File: config.mk
export PLATFORM = sky130hd
export DESIGN_NAME = uart_tx_datapath
export DESIGN_NICKNAME = d
export VERILOG_FILES = /design/src/rtl/uart_tx_datapath.sv
export SDC_FILE = /design/constraint.sdc
export NUM_CORES = 1
export LEC_CHECK = 0
export CAP_MARGIN = 20
export CORE_MARGIN = 2
export CORE_UTILIZATION = 40
export CTS_CLUSTER_SIZE = 25
export DETAILED_ROUTE_END_ITERATION = 8
export GPL_TIMING_DRIVEN = 0
export PLACE_DENSITY = 0.68
export SYNTH_ARGS = -nofsm -noshare
export SYNTH_HDL_FRONTEND = slang
export SYNTH_SLANG_ARGS = --single-unit
File: constraint.sdc
create_clock -name clk -period 1.7 [get_ports clk]
set_clock_uncertainty 0.1 [all_clocks]
set_input_delay 0.255 -clock clk [delete_from_list [all_inputs] [get_ports clk]]
set_output_delay 0.255 -clock clk [all_outputs]
set_load 0.05 [all_outputs]
File: src/rtl/uart_tx_datapath.sv
// UART TX datapath: captures word and parity, shifts LSB-first, drives the registered line.
// tx_out lags mux_sel by one clk; no backpressure, the FSM paces every bit through ser_en/mux_sel.
module uart_tx_datapath #(
  parameter int DATA_WIDTH = 8
) (
  input  logic                  clk,
  input  logic                  rst,
  input  logic [DATA_WIDTH-1:0] p_data,
  input  logic                  data_valid,
  input  logic                  par_en,
  input  logic                  par_typ,
  input  logic                  busy,
  input  logic                  ser_en,
  input  logic [1:0]            mux_sel,
  output logic                  ser_done,
  output logic                  par_en_q,
  output logic                  tx_out
);

  localparam int CNT_W = $clog2(DATA_WIDTH) + 1;
  localparam logic [CNT_W-1:0] LAST_BIT = CNT_W'(DATA_WIDTH - 1);

  localparam logic [1:0] SEL_START = 2'd0;
  localparam logic [1:0] SEL_STOP  = 2'd1;
  localparam logic [1:0] SEL_DATA  = 2'd2;
  localparam logic [1:0] SEL_PAR   = 2'd3;

  logic [DATA_WIDTH-1:0] r_shift_reg;
  logic [CNT_W-1:0]      r_bit_cnt;
  logic                  r_par_bit;
  logic                  r_par_en_q;
  logic                  r_tx_out;

  logic w_capture;
  logic w_shift;
  logic w_start;
  logic w_last;
  logic w_tx_sel;

  assign w_capture = data_valid && !busy;
  assign w_shift   = ser_en && (mux_sel == SEL_DATA);
  assign w_start   = ser_en && (mux_sel == SEL_START);
  assign w_last    = (r_bit_cnt == LAST_BIT);

  assign ser_done  = w_shift && w_last;
  assign par_en_q  = r_par_en_q;
  assign tx_out    = r_tx_out;

  always_comb begin
    w_tx_sel = 1'b1;
    case (mux_sel)
      SEL_START: w_tx_sel = 1'b0;
      SEL_STOP:  w_tx_sel = 1'b1;
      SEL_DATA:  w_tx_sel = r_shift_reg[0];
      SEL_PAR:   w_tx_sel = r_par_bit;
    endcase
  end

  // Capture outranks shift/start so a misbehaving FSM can never corrupt a freshly latched word.
  always_ff @(posedge clk) begin
    if (!rst) begin
      r_shift_reg <= '0;
      r_bit_cnt   <= '0;
      r_par_bit   <= 1'b0;
      r_par_en_q  <= 1'b0;
      r_tx_out    <= 1'b1;
    end else begin
      r_tx_out <= w_tx_sel;
      if (w_capture) begin
        r_shift_reg <= p_data;
        r_par_bit   <= (^p_data) ^ par_typ;
        r_par_en_q  <= par_en;
        r_bit_cnt   <= '0;
      end else if (w_shift) begin
        r_shift_reg <= r_shift_reg >> 1;
        if (!w_last) begin
          r_bit_cnt <= r_bit_cnt + 1'b1;
        end
      end else if (w_start) begin
        r_bit_cnt <= '0;
      end
    end
  end

endmodule

Fig. 1: sizing map
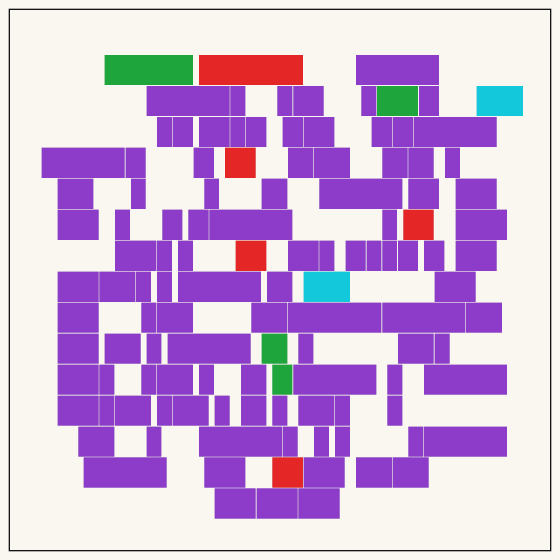
| size | color | cells | share |
|---|---|---|---|
| drive 6 and up | cyan | 2 | 1.7% |
| drive 1 or less | purple | 107 | 91% |
| drive 3 to 4 | red | 5 | 4.2% |
| drive 2 | green | 4 | 3.4% |

Fig. 2: I/O nets highlighted
The bar under the picture is 10 um long.
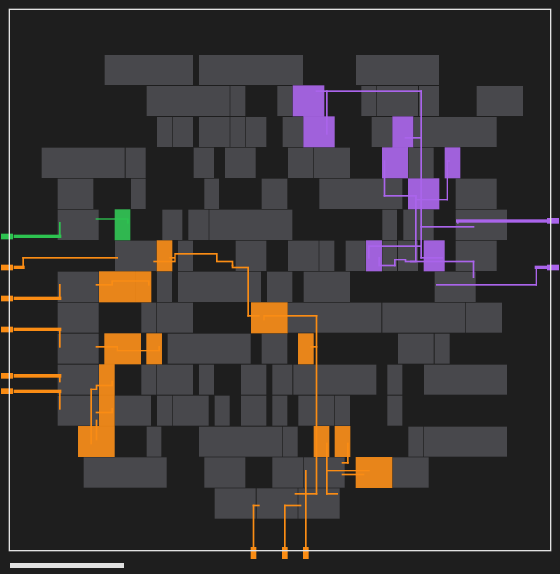
| port | color | bits | direction | edge | end cells | buffers | wire |
|---|---|---|---|---|---|---|---|
| `par_en` | green | 1 | input | left | 1 | 1 | 8.20 um |
| `p_data` | orange | 8 | input | 5 left, 3 bottom | 13 | 8 | 120 um |
| `mux_sel` | purple | 2 | input | right | 8 | 2 | 89.7 um |
Ports: 20
Port-buffer cells: 19

==> impl_metrics.ini <==
; implementation run metrics
[status]
outcome = complete, no violations

[setup_path]
crit_end = ser_done
cp_max_fo = 5
crit_family = buffers and inverters
arrival_ps = 1280

[power]
power_leakage_uw = 0.000390

[logic_synthesis]
most_common_cell = nand2_1
syn-num-nets = 112
synth_flops = 15
yosys_area_sq_um = 754

[clock_network]
tritoncts = done
cts_sinks = 15
htreeDepth = 1
post_cts_buffers = 1

[cells_and_area]
layout.nets = 137
finish.utilization = 0.590
non_clock_inverter_count = 2
fill_cells = 177
clockBufferCount = 4
num-nonclk-buffers = 23
layout-drive-gt1-share = 0.0932
regArea_sq_um = 302
final-clk-cell-share = 0.0255
num_antenna_cells = 0

[timing]
fin_ws_ps = 62.5
fmax_mhz = 611
worstMarginPinSlew_ps = 490

[route]
vias_per_cell = 5.17
Fig. 3: wiring by layer
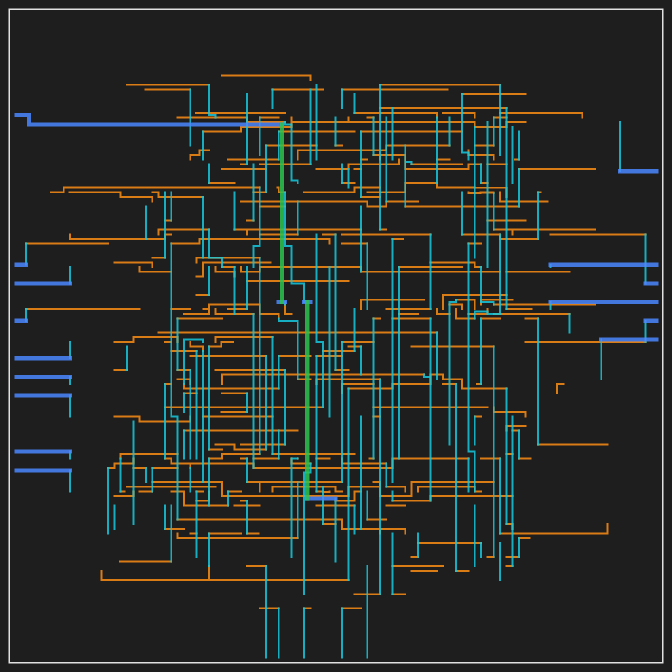
| layer | color | wire length |
|---|---|---|
| met1 | orange | 892 um |
| met2 | cyan | 761 um |
| met3 | blue | 71.0 um |
| met4 | green | 27.2 um |

Fig. 4: placed cells, one color a class
Fill, decap, tap and diode cells in gray.
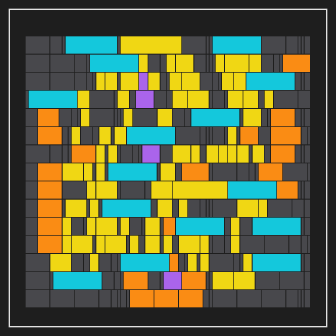
| class | color | cells |
|---|---|---|
| all other logic | yellow | 76 |
| other buffers and delay cells | orange | 23 |
| clock drivers and dummy loads | purple | 4 |
| flops | cyan | 15 |
site row count: 15
sequential share of cell area: 0.293
post-route cell area: 1030 sq um

## cells by family after synthesis
family          after synthesis  share of synthesized area
simple gates                 49                      0.295
compound gates               18                      0.166
flops                        15                      0.398
xor+xnor                      6                     0.0879
buf+inv                       5                     0.0365
fa+ha+maj                     1                     0.0166
## through the flow
| stage | std cells | area [sq um] | total power (uW) | hold WS (ps) | setup TNS (ps) |
|---|---|---|---|---|---|
| 3_3_place_gp | 138 | 981 | 552 | 351 | -1960 |
| 3_5_place_dp | 138 | 981 | 556 | 356 | -2140 |
| 6_report | 143 | 1030 | 766 | 296 | 0 |
| 5_1_grt | 143 | 1030 | 803 | 332 | 0 |
| 4_1_cts | 143 | 1020 | 765 | 370 | 0 |
| 2_1_floorplan | 94 | 759 | 486 | 231 | 0 |
No activity file was given, so power comes from the tool's default toggle rates.
